<file path="config.mk">
export PLATFORM = sky130hd
export DESIGN_NAME = dout_writer
export DESIGN_NICKNAME = d
export VERILOG_FILES = /design/src/rtl/adc_if_pkg.sv /design/src/rtl/dout_writer_dclk_gen.sv /design/src/rtl/dout_writer.sv
export SDC_FILE = /design/constraint.sdc
export NUM_CORES = 1
export LEC_CHECK = 0
export CELL_PAD_IN_SITES_DETAIL_PLACEMENT = 1
export CELL_PAD_IN_SITES_GLOBAL_PLACEMENT = 1
export CORE_MARGIN = 5
export CORE_UTILIZATION = 49
export CTS_BUF_LIST = sky130_fd_sc_hd__clkbuf_16
export CTS_CLUSTER_DIAMETER = 60
export DETAILED_ROUTE_END_ITERATION = 8
export GPL_ROUTABILITY_DRIVEN = 0
export PLACE_DENSITY = 0.91
export SLEW_MARGIN = 5
export SYNTH_ARGS = -nofsm -noshare
export SYNTH_HDL_FRONTEND = slang
export SYNTH_HIERARCHICAL = 1
export SYNTH_SLANG_ARGS = --single-unit
export TNS_END_PERCENT = 20
</file>
<file path="constraint.sdc">
create_clock -name clk_i -period 4.14 [get_ports clk_i]
set_input_delay 0.828 -clock clk_i [delete_from_list [all_inputs] [get_ports clk_i]]
set_output_delay 0.828 -clock clk_i [all_outputs]
set_load 0.01 [all_outputs]
</file>
<file path="src/rtl/adc_if_pkg.sv">
// Shared definitions for the ADC data-out interface (writer and reader sides).
package adc_if_pkg;

    localparam int DATA_W_DEFAULT = 24;
    localparam int N_CH           = 2;
    localparam int FRAME_BITS     = N_CH * DATA_W_DEFAULT;

    typedef enum logic [1:0] {
        IDLE  = 2'd0,
        SHIFT = 2'd1,
        GAP   = 2'd2
    } tx_state_t;

    // Bit periods in one frame for a given channel width.
    function automatic int frame_bits(input int data_w);
        return N_CH * data_w;
    endfunction

endpackage

</file>
<file path="src/rtl/dout_writer_dclk_gen.sv">
// Free-running serial clock divider. Ticks are combinational and mark the
// clk_i cycle whose closing edge moves dclk_o, so logic updated on a tick
// changes in step with the dclk edge.
module dclk_gen #(
    parameter int CLK_DIV = 4
) (
    input  logic clk_i,
    input  logic reset_i,
    output logic dclk_o,
    output logic rise_tick_o,
    output logic fall_tick_o
);

    localparam int CW = (CLK_DIV > 1) ? $clog2(CLK_DIV) : 1;
    localparam logic [CW-1:0] DIV_LAST = CW'(CLK_DIV - 1);

    logic [CW-1:0] div_cnt_q, div_cnt_d;
    logic          dclk_q, dclk_d;
    logic          wrap;

    assign wrap = (div_cnt_q == DIV_LAST);

    // Divider advance and dclk toggle on wrap.
    always_comb begin
        div_cnt_d = wrap ? '0 : div_cnt_q + 1'b1;
        dclk_d    = wrap ? ~dclk_q : dclk_q;
    end

    // Divider and dclk state.
    always_ff @(posedge clk_i or negedge reset_i) begin
        if (!reset_i) begin
            div_cnt_q <= '0;
            dclk_q    <= 1'b0;
        end else begin
            div_cnt_q <= div_cnt_d;
            dclk_q    <= dclk_d;
        end
    end

    assign dclk_o      = dclk_q;
    assign rise_tick_o = wrap & ~dclk_q;
    assign fall_tick_o = wrap &  dclk_q;

endmodule

</file>
<file path="src/rtl/dout_writer.sv">
// ADC data-out emulator: accepts channel word pairs and serialises one
// {ch1, ch2} frame per pair, MSB first, with drdy marking the first bit.
//
// state | meaning
// ------+----------------------------------------------------------
// IDLE  | no frame; dout/drdy low, start as soon as holding is full
// SHIFT | frame bits leaving MSB first, drdy high on bit 0 only
// GAP   | GAP_BITS idle periods after a frame before next start
module dout_writer
    import adc_if_pkg::*;
#(
    parameter int CLK_DIV  = 4,
    parameter int DATA_W   = DATA_W_DEFAULT,
    parameter int GAP_BITS = 2
) (
    input  logic              clk_i,
    input  logic              reset_i,
    input  logic [DATA_W-1:0] ch1_i,
    input  logic [DATA_W-1:0] ch2_i,
    input  logic              valid_i,
    output logic              ready_o,
    output logic              dclk_o,
    output logic              drdy_o,
    output logic              dout_o,
    output logic              frame_done_o,
    output logic [15:0]       frames_o
);

    localparam int FRAME_W = frame_bits(DATA_W);
    localparam int BW      = $clog2(FRAME_W);
    localparam logic [BW-1:0] LAST_BIT = BW'(FRAME_W - 1);
    localparam int GW      = (GAP_BITS > 1) ? $clog2(GAP_BITS) : 1;
    localparam logic [GW-1:0] GAP_LAST = GW'(GAP_BITS - 1);

    logic fall_tick;

    dclk_gen #(
        .CLK_DIV (CLK_DIV)
    ) u_dclk_gen (
        .clk_i       (clk_i),
        .reset_i     (reset_i),
        .dclk_o      (dclk_o),
        .rise_tick_o (),
        .fall_tick_o (fall_tick)
    );

    logic              hold_full_q, hold_full_d;
    logic [DATA_W-1:0] hold_ch1_q, hold_ch1_d;
    logic [DATA_W-1:0] hold_ch2_q, hold_ch2_d;
    logic              ready_q;

    tx_state_t          state_q;
    logic [FRAME_W-1:0] shift_q;
    logic [BW-1:0]      bit_cnt_q;
    logic [GW-1:0]      gap_cnt_q;
    logic               drdy_q;
    logic               dout_q;
    logic               frame_done_q;
    logic [15:0]        frames_q;

    logic accept;
    logic gap_done;
    logic start_frame;

    assign accept      = valid_i & ready_q;
    assign gap_done    = (state_q == GAP) && (gap_cnt_q == '0);
    assign start_frame = fall_tick & hold_full_q & ((state_q == IDLE) | gap_done);

    // Holding register: a start frees it, an accept (same cycle or not) refills it.
    always_comb begin
        hold_full_d = hold_full_q;
        hold_ch1_d  = hold_ch1_q;
        hold_ch2_d  = hold_ch2_q;
        if (start_frame) begin
            hold_full_d = 1'b0;
        end
        if (accept) begin
            hold_full_d = 1'b1;
            hold_ch1_d  = ch1_i;
            hold_ch2_d  = ch2_i;
        end
    end

    // Holding register state; ready is the registered inverse of next fullness.
    always_ff @(posedge clk_i or negedge reset_i) begin
        if (!reset_i) begin
            hold_full_q <= 1'b0;
            hold_ch1_q  <= '0;
            hold_ch2_q  <= '0;
            ready_q     <= 1'b0;
        end else begin
            hold_full_q <= hold_full_d;
            hold_ch1_q  <= hold_ch1_d;
            hold_ch2_q  <= hold_ch2_d;
            ready_q     <= ~hold_full_d;
        end
    end

    // Frame FSM; every state and output change is gated by the dclk fall tick.
    always_ff @(posedge clk_i or negedge reset_i) begin
        if (!reset_i) begin
            state_q      <= IDLE;
            shift_q      <= '0;
            bit_cnt_q    <= '0;
            gap_cnt_q    <= '0;
            drdy_q       <= 1'b0;
            dout_q       <= 1'b0;
            frame_done_q <= 1'b0;
            frames_q     <= '0;
        end else begin
            frame_done_q <= 1'b0;
            if (fall_tick) begin
                case (state_q)
                    IDLE, GAP: begin
                        if (start_frame) begin
                            state_q   <= SHIFT;
                            shift_q   <= {hold_ch1_q, hold_ch2_q};
                            bit_cnt_q <= '0;
                            drdy_q    <= 1'b1;
                            dout_q    <= hold_ch1_q[DATA_W-1];
                        end else if (gap_done) begin
                            state_q <= IDLE;
                        end else if (state_q == GAP) begin
                            gap_cnt_q <= gap_cnt_q - 1'b1;
                        end
                    end
                    SHIFT: begin
                        drdy_q <= 1'b0;
                        if (bit_cnt_q == LAST_BIT) begin
                            state_q      <= GAP;
                            gap_cnt_q    <= GAP_LAST;
                            dout_q       <= 1'b0;
                            frame_done_q <= 1'b1;
                            frames_q     <= frames_q + 16'd1;
                        end else begin
                            bit_cnt_q <= bit_cnt_q + 1'b1;
                            shift_q   <= {shift_q[FRAME_W-2:0], 1'b0};
                            dout_q    <= shift_q[FRAME_W-2];
                        end
                    end
                    default: state_q <= IDLE;
                endcase
            end
        end
    end

    assign ready_o      = ready_q;
    assign drdy_o       = drdy_q;
    assign dout_o       = dout_q;
    assign frame_done_o = frame_done_q;
    assign frames_o     = frames_q;

endmodule

</file>
### Clock nets

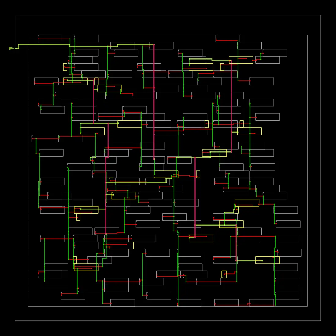
Flops: 128
clk_skew: 5.438 ps
clk_lat worst skew: 410 ps

### Wiring by layer

(4 px per um)
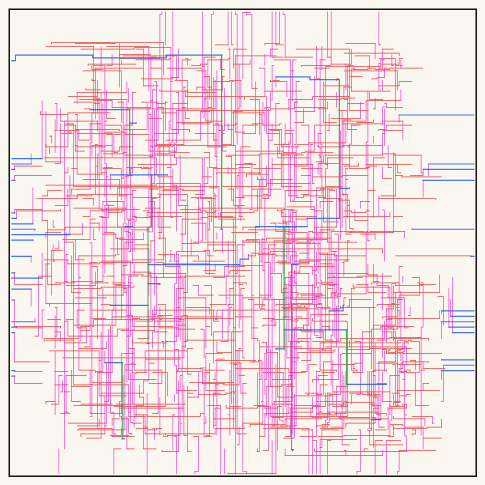
layer	color	wire length
met2	magenta	6,670 um
met1	red	4,880 um
met4	green	247 um
met3	blue	406 um

### Met4 routing

(4 px per um) Supply wires on this layer in gray.
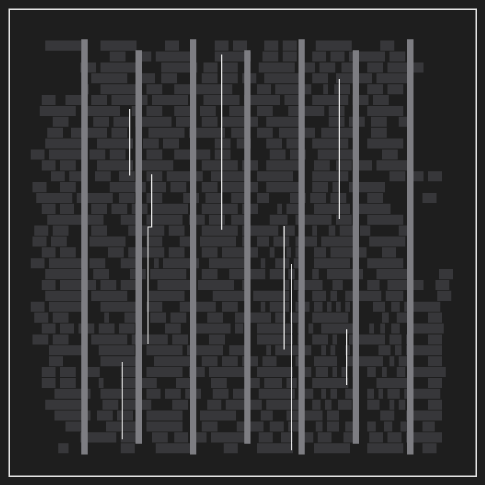
main direction	vertical
share of all routed wire	2.0%

==> results.ini <==
[run_status]
status = finished clean

[sta]
worst_pin_slew_ps = 1214
finalHoldViolCount = 0
setup_tns_ps = 0
slew_headroom = 0.1877

[route]
drtIter0Drc = 86
avgRoutedWirePerCell_um = 20.10
num_vias = 3322

[logic_synthesis]
syn_avg_cell_area_um2 = 14.43
netlist_area_um2 = 5543
yosysWarnings = 6

[job]
drv_cap = 0

[die]
chipWidth_um = 116.4
num_rows = 38
chipArea_um2 = 13540
fp.coreArea_um2 = 10980

[placement]
dp_cells = 579
place_ws_ps = 1419
port_buffers = 71

[power_and_ir_drop]
p_comb_frac = 0.089
finalPower_mw = 3.009
p_switching_uw = 680.9
power_frac_clock = 0.404
intPower_mw = 2.328
power_switching_share = 0.2263

[clock_network]
root_buffer = clkbuf_16
cts_tree = built
clock-sinks = 128

[critical_path]
path_class = flop to flop
cp-start-kind = flop
cp_slowest_stage_delay_ps = 960
required_ps = 4430
cp.depth = 5
crit_family = AND-OR/OR-AND gates

[grt]
antenna_found_initial = 0
grt_pass1_vias = 3946
grt_pass1_wl_mm = 20.48

[cells_and_area]
fin_cells = 607
design_area_um2 = 6837
drive_above_1_share = 0.3726

[power groups by stage]
stage | sequential, mW | clock [mW] | combinational (mW)
3_3_place_gp | 1.53 | 0 | 0.248
3_5_place_dp | 1.54 | 0 | 0.268
6_report | 1.53 | 1.21 | 0.268
4_1_cts | 1.53 | 1.24 | 0.277
2_1_floorplan | 1.50 | 0 | 0.166
5_1_grt | 1.55 | 1.30 | 0.299
[path summary, 6_finish.rpt]
path	end	slack, ps	startpoint
min reg2reg	u_dclk_gen/div_cnt_q[0]$_DFF_PN0_	450	u_dclk_gen/div_cnt_q[0]$_DFF_PN0_
max	shift_q[22]$_DFFE_PN0P_	1490	u_dclk_gen/div_cnt_q[0]$_DFF_PN0_
max reg2reg	shift_q[22]$_DFFE_PN0P_	1490	u_dclk_gen/div_cnt_q[0]$_DFF_PN0_
max in group asynchronous	hold_ch2_q[15]$_DFFE_PN0P_	2840	reset_i
min	u_dclk_gen/div_cnt_q[0]$_DFF_PN0_	450	u_dclk_gen/div_cnt_q[0]$_DFF_PN0_
min in group asynchronous	shift_q[31]$_DFFE_PN0P_	470	reset_i
[worst register-to-register path: cells and delay by family (launching register included)]
kind                     cells  cell delay, ps
AND-OR/OR-AND                1             960
adder cells (fa/ha/maj)      1             240
flip-flops                   1             390
multiplexers                 1             470
AND/OR/NAND/NOR              2             480
[cells in the final DEF, fill, tap and decap left out, types with 2 or more instances in the layout]
cell type        count
a22o_1               2
and3_1               2
buf_4                2
clkbuf_16           17
clkdlybuf4s50_1     70
clkinv_1             3
dfrtp_1            128
ha_1                 3
inv_1               10
mux2_2             140
mux2i_1              2
nand2_1             20
nand3_1              8
nand4_1              5
nor2_1               6
nor3_1               2
nor3_2               2
o21ai_0              4
xnor2_1             10
xor2_1               7
[state kept, by name, indices dropped and copies added (netlist names), 2 cells and up]
signal / count
frames_o: 16
hold_ch2_q: 24
shift_q: 47
bit_cnt_q: 6
state_q: 2
u_dclk_gen/div_cnt_q: 2
hold_ch1_q: 24
[layout make-up]
type	count	area share
inverter	4	0.002196
clock inverter	11	0.006223
sequential	128	0.4685
tap	140	0.02562
multi-input combinational	234	0.3276
clock buffer	17	0.06223
timing repair buffer	73	0.1076
[routing by layer]
layer,wire (um),share of wire,global-route usage,up-vias
li1,-,-,-,1503
met1,4876,0.40,0.2294,1734
met2,6670,0.55,0.3581,63
met3,406,0.033,0.04819,22
met4,247,0.020,0.08275,0
met5,0,0,0,-
